[src/rtl/pc_seq_pkg.sv]
// pc_seq_pkg: shared state, opcode and PC-mode encodings for the sequencer
package pc_seq_pkg;

    localparam int ALU_TIMEOUT = 16;

    typedef enum logic [2:0] {
        IDLE     = 3'd0,
        FETCH    = 3'd1,
        DECODE   = 3'd2,
        EXEC     = 3'd3,
        WAIT_ALU = 3'd4,
        BACK     = 3'd5,
        HALT     = 3'd6
    } state_t;

    typedef enum logic [2:0] {
        OP_NOP    = 3'd0,
        OP_ALU    = 3'd1,
        OP_JMP    = 3'd2,
        OP_JZ     = 3'd3,
        OP_JALU   = 3'd4,
        OP_LOOPNZ = 3'd5,
        OP_RSVD   = 3'd6,
        OP_HALT   = 3'd7
    } opcode_t;

    localparam logic [1:0] M_INC  = 2'b00;
    localparam logic [1:0] M_DEC  = 2'b01;
    localparam logic [1:0] M_LOAD = 2'b10;
    localparam logic [1:0] M_ALU  = 2'b11;

    // where EXEC goes next: end of instruction, ALU wait, PC back-step, halt
    typedef enum logic [1:0] {
        NX_END  = 2'd0,
        NX_WAIT = 2'd1,
        NX_BACK = 2'd2,
        NX_HALT = 2'd3
    } next_t;

endpackage

[src/rtl/pc_seq_decode.sv]
// pc_seq_decode: opcode and zero flag to EXEC-cycle PC action, ALU launch and successor class
module pc_seq_decode
    import pc_seq_pkg::*;
(
    input  logic [2:0] op,
    input  logic       zflag,
    output logic [1:0] pc_m,
    output logic       pc_en,
    output logic       alu_start,
    output next_t      nxt
);

    // reserved opcode falls through to the NOP defaults
    always_comb begin
        pc_m      = M_INC;
        pc_en     = 1'b0;
        alu_start = 1'b0;
        nxt       = NX_END;
        case (opcode_t'(op))
            OP_ALU: begin
                alu_start = 1'b1;
                nxt       = NX_WAIT;
            end
            OP_JMP: begin
                pc_m  = M_LOAD;
                pc_en = 1'b1;
            end
            OP_JZ: begin
                pc_m  = zflag ? M_LOAD : M_INC;
                pc_en = 1'b1;
            end
            OP_JALU: begin
                pc_m  = M_ALU;
                pc_en = 1'b1;
            end
            OP_LOOPNZ: if (!zflag) begin
                pc_m  = M_DEC;
                pc_en = 1'b1;
                nxt   = NX_BACK;
            end
            OP_HALT: nxt = NX_HALT;
            default: ;
        endcase
    end

endmodule

[src/rtl/pc_sequencer.sv]
// pc_sequencer: fetch/decode/execute controller driving the PC and ALU of the 8-bit calculator
module pc_sequencer
    import pc_seq_pkg::*;
(
    input  logic       clk,
    input  logic       clr,
    input  logic       run,
    input  logic       step_mode,
    input  logic [7:0] instr,
    input  logic       alu_done,
    input  logic       alu_zero,
    output logic [1:0] pc_m,
    output logic       pc_en,
    output logic       alu_start,
    output logic [2:0] alu_op,
    output logic [7:0] ir,
    output logic       zflag,
    output logic [2:0] state,
    output logic       busy,
    output logic       halted,
    output logic       err
);

    localparam int CW = $clog2(ALU_TIMEOUT);

    state_t        st;
    state_t        eoi;
    logic          run_q;
    logic [CW-1:0] cnt;
    logic [1:0]    d_pc_m;
    logic          d_pc_en;
    logic          d_start;
    next_t         d_nx;

    pc_seq_decode u_dec (
        .op        (ir[7:5]),
        .zflag     (zflag),
        .pc_m      (d_pc_m),
        .pc_en     (d_pc_en),
        .alu_start (d_start),
        .nxt       (d_nx)
    );

    assign eoi = step_mode ? IDLE : FETCH;

    // sequencing FSM; the timeout counter only runs inside WAIT_ALU and is cleared on exit
    always_ff @(posedge clk or posedge clr) begin
        if (clr) begin
            st    <= IDLE;
            ir    <= 8'h00;
            zflag <= 1'b0;
            err   <= 1'b0;
            cnt   <= '0;
            run_q <= 1'b0;
        end else begin
            run_q <= run;
            case (st)
                IDLE:     if (run && !run_q) st <= FETCH;
                FETCH: begin
                    ir <= instr;
                    st <= DECODE;
                end
                DECODE:   st <= EXEC;
                EXEC:     st <= d_nx == NX_WAIT ? WAIT_ALU :
                                d_nx == NX_BACK ? BACK :
                                d_nx == NX_HALT ? HALT : eoi;
                WAIT_ALU: if (alu_done) begin
                    zflag <= alu_zero;
                    cnt   <= '0;
                    st    <= eoi;
                end else if (cnt == CW'(ALU_TIMEOUT - 1)) begin
                    err <= 1'b1;
                    cnt <= '0;
                    st  <= HALT;
                end else begin
                    cnt <= cnt + 1'b1;
                end
                BACK:     st <= eoi;
                default:  st <= HALT;
            endcase
        end
    end

    // Moore decode of the registered state; the PC samples these on the falling edge
    always_comb begin
        pc_en     = st == DECODE || st == BACK || (st == EXEC && d_pc_en);
        pc_m      = st == EXEC ? d_pc_m : st == BACK ? M_DEC : M_INC;
        alu_start = st == EXEC && d_start;
        alu_op    = ir[2:0];
        state     = st;
        busy      = st != IDLE && st != HALT;
        halted    = st == HALT;
    end

endmodule

[config.mk]
export PLATFORM = sky130hd
export DESIGN_NAME = pc_sequencer
export DESIGN_NICKNAME = d
export VERILOG_FILES = /design/src/rtl/pc_seq_pkg.sv /design/src/rtl/pc_seq_decode.sv /design/src/rtl/pc_sequencer.sv
export SDC_FILE = /design/constraint.sdc
export NUM_CORES = 1
export LEC_CHECK = 0
export ABC_AREA = 1
export CAP_MARGIN = 20
export CORE_MARGIN = 4
export CORE_UTILIZATION = 44
export DETAILED_ROUTE_END_ITERATION = 7
export GPL_TIMING_DRIVEN = 0
export HOLD_SLACK_MARGIN = 0.08
export PLACE_DENSITY = 0.78
export SYNTH_ARGS = -nofsm -noshare
export SYNTH_HDL_FRONTEND = slang
export SYNTH_HIERARCHICAL = 1
export SYNTH_SLANG_ARGS = --single-unit
[constraint.sdc]
create_clock -name clk -period 1.2 [get_ports clk]
set_input_delay 0.36 -clock clk [delete_from_list [all_inputs] [get_ports clk]]
set_output_delay 0.36 -clock clk [all_outputs]
set_load 0.01 [all_outputs]
==> out/results.txt, run 1 <==
Seq/Total Area, Yosys - 43.8%
post-CTS resize count - 125
top cells by instance count after synthesis - nand2_1, dfrtp_1, inv_1
Fmax - 566 MHz
Top Usage Layer GRT - met2
number of setup violations in the final report - 30
failing checks - setup timing
area of placed instances - 0.00145 sq mm
core area - 0.00221 sq mm
Gate Count Post-Synth - 133
r2r startpoint - state[0]
die area - 0.00317 sq mm
final worst-path setup slack - -0.566 ns
xor and xnor area share after synthesis - 1.71%
outcome - complete, but fails checks
Non-Filler Instances - 236
Final Skew - 0.0116 ns
I/O Buffers - 35
GR Util met1 - 22.8%
AND/OR/NAND/NOR Cells, Area Fraction - 35.1%
LEAKAGE - 0.979 nW
inverters - 18
DP Wirelength - 1.92 mm
Detail Route Antenna Nets - 0
top cells by area, synth - dfrtp_1, nand2_1, nand3_1
clk latency late pin - 0.32 ns
Run 1, ports around the boundary:
Pins as bars across the die edge, other pins in gray.
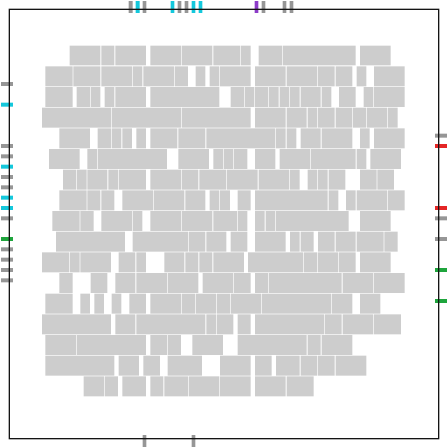
green -> `state`  # pins 3, direction output, edge 2 right, 1 left
cyan -> `instr`  # pins 8, direction input, edge 4 left, 4 top
purple -> `zflag`  # pins 1, direction output, edge top
red -> `pc_m`  # pins 2, direction output, edge right
all pins by edge = 15 left, 12 top, 7 right, 2 bottom

Run 1, register map, names as in the netlist:
Other sequential cells in the stronger gray, the rest of the logic in the fainter gray.
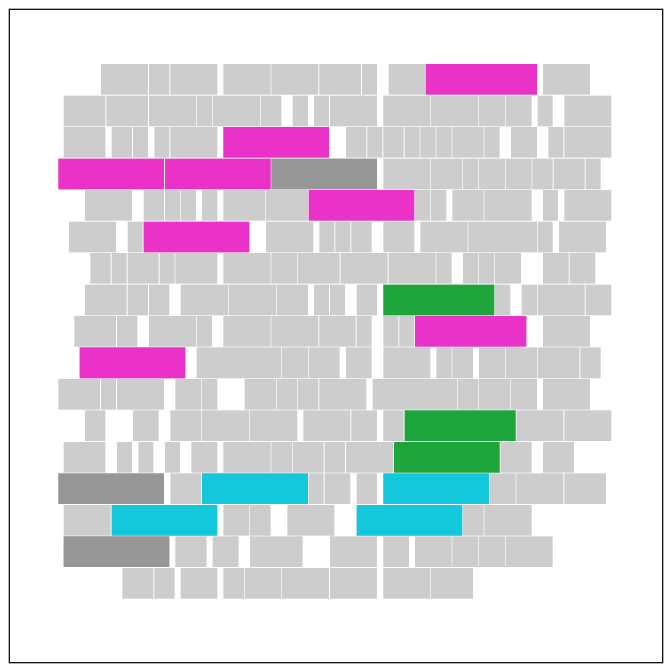
cyan -> `cnt`  # sequential cells 4, where bottom center
magenta -> `ir`  # sequential cells 8
green -> `state`  # sequential cells 3
not colored = 3

Run 1, metal layers overlaid:
Scale bar: 20 um.
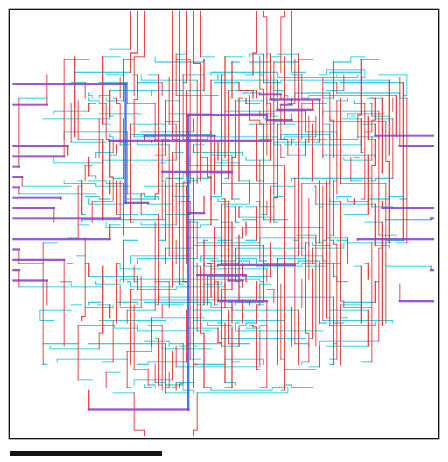
cyan -> M1  # wire length 1480 um
purple -> M3  # wire length 231 um
blue -> M4  # wire length 54.4 um
red -> M2  # wire length 1940 um
routed wire length: 3.71 mm
via count: 1183
Total Routing Usage GR: 19.3%
DR WL/cell: 15.7 um

==> run 1 -> run 2 <==
--- a/config.mk
+++ b/config.mk
@@ -7,7 +7,6 @@
 export LEC_CHECK = 0
 export ABC_AREA = 1
 export CAP_MARGIN = 20
-export CORE_MARGIN = 4
 export CORE_UTILIZATION = 44
 export DETAILED_ROUTE_END_ITERATION = 7
 export GPL_TIMING_DRIVEN = 0
==> out/results.txt, run 2 <==
Synth area leader - dfrtp_1
top cells by area, synth - dfrtp_1, nand2_1, nand3_1
Worst Path Required - 0.84 ns
final worst-path setup slack - -0.487 ns
I/O Buffers - 35
top cells by instance count after synthesis - nand2_1, dfrtp_1, inv_1
Gate Count Post-Synth - 133
r2r startpoint - state[1]
Detail Route Antenna Nets - 0
Yosys top cell by instances - nand2_1
Total Routing Usage GR - 25.4%
internal power - 0.000776 W
area of placed instances - 0.00145 sq mm
GR Util met1 - 30.7%
post-CTS resize count - 124
routed wire length - 3.83 mm
xor and xnor area share after synthesis - 1.71%
number of setup violations in the final report - 37
Rel. slew slack - 54.4%
AND/OR/NAND/NOR Cells, Area Fraction - 35.1%
Non-Filler Instances - 240
outcome - complete, but fails checks
die area - 0.00253 sq mm
failing checks - setup timing
clk latency late pin - 0.31 ns
inverters - 18
met3 Track Usage GR - 3.94%
RSZ-0062 raised after global routing - true
DP Wirelength - 1.67 mm
LEAKAGE - 0.957 nW
Fmax - 593 MHz
Leading cell kind - buffers
Compound Share, Synth - 6.94%
DR WL/cell - 16.0 um
worst-path cell chain - inv_1 > nor3_2 > inv_1 > nor2_2 > buf_2
WS Path Type - reg -> out
core area - 0.00221 sq mm
M1 WL - 1.52 mm
Top Usage Layer GRT - met2
Final Skew - 0.0147 ns
Seq/Total Area, Yosys - 43.8%
via count - 1251
Run 2, ports around the boundary:
Pins as bars across the die edge, other pins in gray.
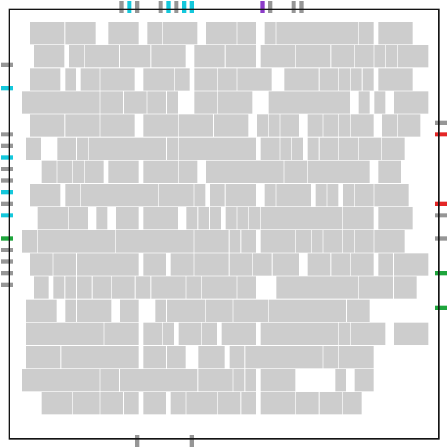
green -> `state`  # pins 3, direction output, edge 2 right, 1 left
purple -> `zflag`  # pins 1, direction output, edge top
cyan -> `instr`  # pins 8, direction input, edge 4 left, 4 top
red -> `pc_m`  # pins 2, direction output, edge right

Run 2, register map, names as in the netlist:
Other sequential cells in the stronger gray, the rest of the logic in the fainter gray.
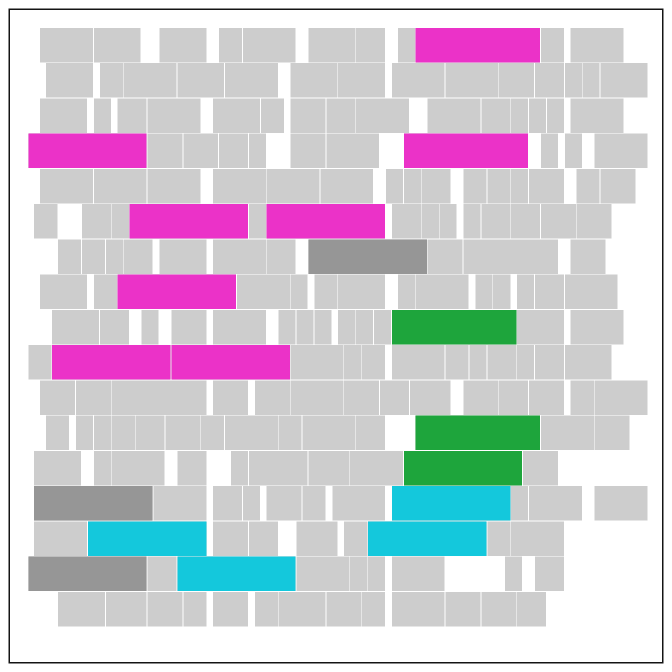
green -> `state`  # sequential cells 3
cyan -> `cnt`  # sequential cells 4, where bottom center
magenta -> `ir`  # sequential cells 8
not colored = 3
Seq. pwr: 0.000608 W
fin util: 87.3%
Seq/total area: 23.6%

Power is estimated from default activity; no workload was simulated.
